### src/rtl/mux21_arb_pkg.sv
// Shared state encoding and source tags for the round-robin 2:1 mux arbiter.
package mux21_arb_pkg;

   // One-hot grant states: bit 0 is the A grant, bit 1 is the B grant.
   typedef enum logic [1:0] {
      ST_IDLE  = 2'b00,
      ST_GNT_A = 2'b01,
      ST_GNT_B = 2'b10
   } state_e;

   localparam logic SRC_A = 1'b0;
   localparam logic SRC_B = 1'b1;

endpackage

### src/rtl/mux21_data.sv
// Combinational DATA_W-wide 2:1 data mux shared by requesters A and B.
module mux21_data
   import mux21_arb_pkg::*;
#(
   parameter int DATA_W = 8
) (
   input  logic [DATA_W-1:0] data_a,
   input  logic [DATA_W-1:0] data_b,
   input  logic              sel,
   output logic [DATA_W-1:0] data_y
);

   assign data_y = (sel == SRC_B) ? data_b : data_a;

endmodule

### src/rtl/mux21_arbiter.sv
// Round-robin arbiter owning one 2:1 mux, with a registered valid/ready output stage
// and a per-grant transfer bound while the other side is waiting.
module mux21_arbiter
   import mux21_arb_pkg::*;
#(
   parameter int DATA_W   = 8,
   parameter int MAX_HOLD = 4
) (
   input  logic              clk,
   input  logic              rst_n,
   input  logic              req_a,
   input  logic [DATA_W-1:0] data_a,
   input  logic              req_b,
   input  logic [DATA_W-1:0] data_b,
   input  logic              out_ready,
   output logic              gnt_a,
   output logic              gnt_b,
   output logic              sel,
   output logic              out_valid,
   output logic [DATA_W-1:0] out_data,
   output logic              out_src
);

   localparam int              HC_W      = $clog2(MAX_HOLD + 1);
   localparam logic [HC_W-1:0] HOLD_LAST = HC_W'(MAX_HOLD - 1);

   state_e            state_q, state_d;
   logic              sel_q, sel_d;
   logic              last_q, last_d;
   logic [HC_W-1:0]   hold_cnt_q, hold_cnt_d;
   logic              out_valid_q, out_valid_d;
   logic [DATA_W-1:0] out_data_q, out_data_d;
   logic              out_src_q, out_src_d;
   logic [DATA_W-1:0] mux_data_s;
   logic              req_own_s, req_oth_s, stall_s, xfer_s;

   mux21_data #(.DATA_W(DATA_W)) u_data (
      .data_a (data_a),
      .data_b (data_b),
      .sel    (sel_q),
      .data_y (mux_data_s)
   );

   // Owner-relative request view plus the stall and transfer qualifiers.
   always_comb begin
      req_own_s = 1'b0;
      req_oth_s = 1'b0;
      case (state_q)
         ST_GNT_A: begin
            req_own_s = req_a;
            req_oth_s = req_b;
         end
         ST_GNT_B: begin
            req_own_s = req_b;
            req_oth_s = req_a;
         end
         default: begin
            req_own_s = 1'b0;
            req_oth_s = 1'b0;
         end
      endcase
      stall_s = out_valid_q & ~out_ready;
      xfer_s  = req_own_s & ~stall_s;
   end

   // Grant FSM, round-robin memory and per-grant hold counter.
   always_comb begin
      state_d    = state_q;
      sel_d      = sel_q;
      last_d     = last_q;
      hold_cnt_d = hold_cnt_q;
      case (state_q)
         ST_IDLE: begin
            if (req_a && req_b) begin
               if (last_q == SRC_A) begin
                  state_d = ST_GNT_B;
                  sel_d   = SRC_B;
               end else begin
                  state_d = ST_GNT_A;
                  sel_d   = SRC_A;
               end
            end else if (req_a) begin
               state_d = ST_GNT_A;
               sel_d   = SRC_A;
            end else if (req_b) begin
               state_d = ST_GNT_B;
               sel_d   = SRC_B;
            end else begin
               state_d = ST_IDLE;
            end
         end
         ST_GNT_A, ST_GNT_B: begin
            if (stall_s) begin
               state_d = state_q;
            end else if ((xfer_s && (hold_cnt_q == HOLD_LAST) && req_oth_s) ||
                         (!req_own_s && req_oth_s)) begin
               state_d    = (state_q == ST_GNT_A) ? ST_GNT_B : ST_GNT_A;
               sel_d      = (state_q == ST_GNT_A) ? SRC_B : SRC_A;
               last_d     = (state_q == ST_GNT_A) ? SRC_A : SRC_B;
               hold_cnt_d = '0;
            end else if (!req_own_s) begin
               state_d    = ST_IDLE;
               last_d     = (state_q == ST_GNT_A) ? SRC_A : SRC_B;
               hold_cnt_d = '0;
            end else if (hold_cnt_q != HOLD_LAST) begin
               hold_cnt_d = hold_cnt_q + 1'b1;
            end else begin
               // Uncontended owner: counter parks at its last value.
               hold_cnt_d = hold_cnt_q;
            end
         end
         default: begin
            state_d    = ST_IDLE;
            hold_cnt_d = '0;
         end
      endcase
   end

   // Output stage: capture on transfer, drain on accept, hold while stalled.
   always_comb begin
      out_valid_d = out_valid_q;
      out_data_d  = out_data_q;
      out_src_d   = out_src_q;
      if (xfer_s) begin
         out_valid_d = 1'b1;
         out_data_d  = mux_data_s;
         out_src_d   = sel_q;
      end else if (out_valid_q && out_ready) begin
         out_valid_d = 1'b0;
      end else begin
         out_valid_d = out_valid_q;
      end
   end

   // State and output registers with synchronous active-low reset.
   always_ff @(posedge clk) begin
      if (!rst_n) begin
         state_q     <= ST_IDLE;
         sel_q       <= SRC_A;
         last_q      <= SRC_B;
         hold_cnt_q  <= '0;
         out_valid_q <= 1'b0;
         out_data_q  <= '0;
         out_src_q   <= SRC_A;
      end else begin
         state_q     <= state_d;
         sel_q       <= sel_d;
         last_q      <= last_d;
         hold_cnt_q  <= hold_cnt_d;
         out_valid_q <= out_valid_d;
         out_data_q  <= out_data_d;
         out_src_q   <= out_src_d;
      end
   end

   // Grants come straight off the one-hot state flops.
   assign gnt_a     = state_q[0];
   assign gnt_b     = state_q[1];
   assign sel       = sel_q;
   assign out_valid = out_valid_q;
   assign out_data  = out_data_q;
   assign out_src   = out_src_q;

endmodule
### config.mk
export PLATFORM = sky130hd
export DESIGN_NAME = mux21_arbiter
export DESIGN_NICKNAME = d
export VERILOG_FILES = /design/src/rtl/mux21_arb_pkg.sv /design/src/rtl/mux21_data.sv /design/src/rtl/mux21_arbiter.sv
export SDC_FILE = /design/constraint.sdc
export NUM_CORES = 1
export LEC_CHECK = 0
export CORE_ASPECT_RATIO = 1.5
export CORE_MARGIN = 3
export CORE_UTILIZATION = 40
export DETAILED_ROUTE_END_ITERATION = 8
export GPL_TIMING_DRIVEN = 1
export PLACE_DENSITY_LB_ADDON = 0.08
export SLEW_MARGIN = 10
export SYNTH_ARGS = -nofsm -noshare
export SYNTH_HDL_FRONTEND = slang
export SYNTH_HIERARCHICAL = 1
export SYNTH_SLANG_ARGS = --single-unit
### constraint.sdc
create_clock -name clk -period 5.11 [get_ports clk]
set_clock_uncertainty 0.15 [all_clocks]
set_input_delay 0.7665 -clock clk [delete_from_list [all_inputs] [get_ports clk]]
set_output_delay 0.7665 -clock clk [all_outputs]
set_load 0.005 [all_outputs]
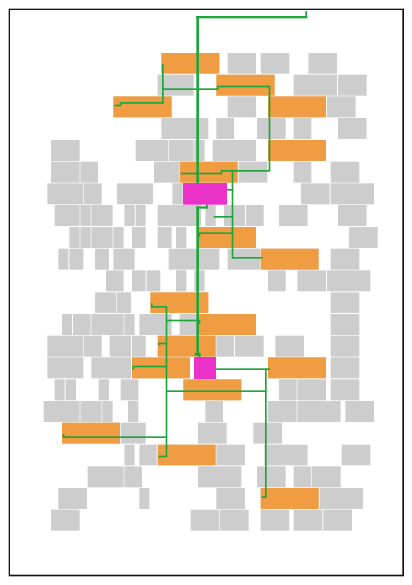
Fig. 1. Routed clock nets over the placement.
Drawn at 8 px/um.
- green: clock wires (length 212 um)
- orange: flip-flops (count 17)
- magenta: clock-net drivers (count 3)
- routed clock nets: 4

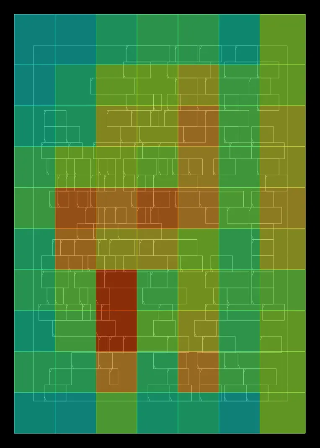
Fig. 2. Routing congestion map.
Tot GR Track Use: 14.51%
WL/cell: 13.19 um
GRT met1 Usage: 17.17%
Finished Core Util: 57.28%
GR Layer Usage met2: 26.02%

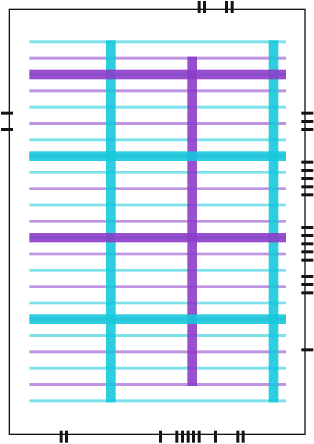
Fig. 3. Floorplan with the power grid.
Drawn at 6 px/um. Pins as bars on the die edge.
- cyan: VSS
- purple: VDD
- rows: 22
- signal pins: 34
- met5 straps: 4
- met1 rails: 23
- met4 straps: 3

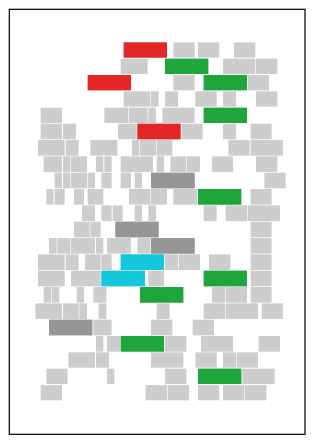
Fig. 4. Sequential cells grouped by signal name.
Drawn at 6 px/um. Other sequential cells in the stronger gray, the rest of the logic in the fainter gray.
- green: out_data (placed flops 8)
- red: hold_cnt_q (placed flops 3)
- cyan: state_q (placed flops 2)
- not colored: 4

==> out/metrics.csv <==
stage,metric,value,unit
pwr,sequential power share,46.7,%
pwr,switching share of power,28.55,%
synthesis,yosys aoi share,15.86,%
cells_and_area,NonClk Buf Share,22.53,%
final_timing,setup TNS,0,ps
cts,clock slew at reported path FFs,90,ps
cells_and_area,inverter count,5,
pwr,combinational share of power,31.8,%
synthesis,Post-synth top cells,"dfxtp_1, nand2_1, mux2i_1, nor2b_1, mux2_4",
route,DRT met1 WL,1.031,mm
synthesis,Cell area leaders,"dfxtp_1, mux2_4, mux2i_1",
run_status,status,"complete, no violations",
cts,CTS sink cnt,17,
worst_setup_path,Setup crit end,sel,
pwr,Clock Power Share,21.5,%
route,met3 WL,119,um
cells_and_area,most frequent cells in the layout,"clkdlybuf4s50_1, dfxtp_1, nand2_1, nor2b_1, mux2i_1",
final_timing,Slew headroom,59.15,%
worst_setup_path,critical path class,reg -> out,
cts,clk buf depth,2,
cells_and_area,diode count,0,
worst_setup_path,critical path depth in cells,1,
worst_setup_path,crit path max-delay cell type,dfxtp_1,
worst_hold_path,Hold WC Path Type,reg -> reg,
cells_and_area,largest cell class by area,multi-input combinational cells,
floorplanning,die span in y,70.59,um
synthesis,Dominant flop cell,dfxtp_1,
cts,Hold Buf Count CTS,0,
cts,Root Buffer Master,clkbuf_4,
worst_setup_path,"Max FO, Critical Path",11,
worst_setup_path,CP Cell Sequence,clkdlybuf4s50_1,
synthesis,ys cells,116,
route,drt drc,0,
synthesis,Floorplan Nets,143,
route,Via-to-Cell Ratio,5.176,
job,tool warning count,29,
cells_and_area,Seq Cell Count,17,
cts,CTS tree,built,
worst_setup_path,Crit path arrival time,1630,ps
synthesis,Yosys cell types,40,
global_route,grt peak-use layer,met2,
final_timing,Tightest Pin Transition,611.9,ps
worst_hold_path,Worst Hold End,hold_cnt_q[2]$_SDFFE_PN0P_,
pwr,internal power,233.0,uW
worst_setup_path,max incr delay on CP,720,ps
cells_and_area,MI comb area,705.7,um^2
cts,post-CTS resize count,0,
worst_hold_path,hold depth,1,
cells_and_area,max FFs per register,8,
placed_design,DP Cell Count,178,
placed_design,post-DP HPWL,1.814,mm
pwr,NetSw,93.11,uW
synthesis,Max-area cell share,30.60,%
worst_setup_path,family with the most delay on the worst path,flip-flops,
floorplanning,fp util,43.45,%
final_timing,Final Hold Fails,0,
cells_and_area,# clk buffers,4,
cells_and_area,Non-clk bufs,33,
worst_setup_path,r2r setup slk,3070,ps
synthesis,Syn Inst Count,116,
final_timing,worst hold slack,330.1,ps
route,post-route ant nets,0,
worst_setup_path,Critical Path RT,4190,ps
global_route,GRT met3 Usage,2.105,%
synthesis,YS warnings,6,
synthesis,xor/xnor share,0,%
synthesis,"Chip Area, Yosys",1112,um^2
synthesis,Dominant comb cell,multiplexers,
synthesis,"Simple Share, Synth",20.02,%
route,initial DRC count,17,
pwr,PwrDens,222.4,nW/um^2
global_route,largest net degree at the start of global routing,19,
cells_and_area,post-route cell area,1466,um^2
placed_design,placed instance area,1440,um^2
route,final wirelength,2.400,mm
worst_setup_path,reg2reg end,out_data[6]$_SDFFE_PN0P_,
final_timing,Slew Limit Fails,0,
floorplanning,I/O pin count,34,
floorplanning,num rows,22,
synthesis,Synth area leader,dfxtp_1,
synthesis,Adder Area Share,6.749,%
cts,CTS H-tree depth,1,
pwr,clock network power,70.1,uW
global_route,vias in the first global route,878,
worst_setup_path,reg2reg path depth,6,
cells_and_area,Final #Nets,174,
cells_and_area,Filler cells,257,
cells_and_area,Final Non-Filler Cells,182,
cells_and_area,fraction of layout cells with a size suffix above 1,13.70,%
final_timing,Final setup viols,0,
global_route,first-pass GRT wire length,4.022,mm
cts,Late-Pin Clk Latency,280,ps
route,Pre-Repair DR Iteration Count,4,
cells_and_area,sequential share of cell area,23.21,%
job,Max-cap violations,0,
worst_setup_path,CP bufs+invs,1,
cells_and_area,Clock-cell share,1.792,%
floorplanning,die width,49.06,um
cells_and_area,most frequent logic cell in the layout,clkdlybuf4s50_1,
pwr,peak supply drop,0.0001688,V
cts,cts bufs inserted,3,
final_timing,Final Worst Setup Slack,2564,ps
placed_design,GPL Wtd Cong,0.8331,
cells_and_area,area grow syn2layout,31.83,%
worst_setup_path,Critical Path Sink Type,output pin,
final_timing,"Min Clock Period, post-route",2546,ps
cells_and_area,Sequential Area,340.3,um^2
pwr,static leakage,0.0006188,uW
cells_and_area,mi-comb count,87,
final_timing,RSZ-0062 raised after global routing,false,
Power figures rest on the tool's default switching activity, not on a simulated workload.
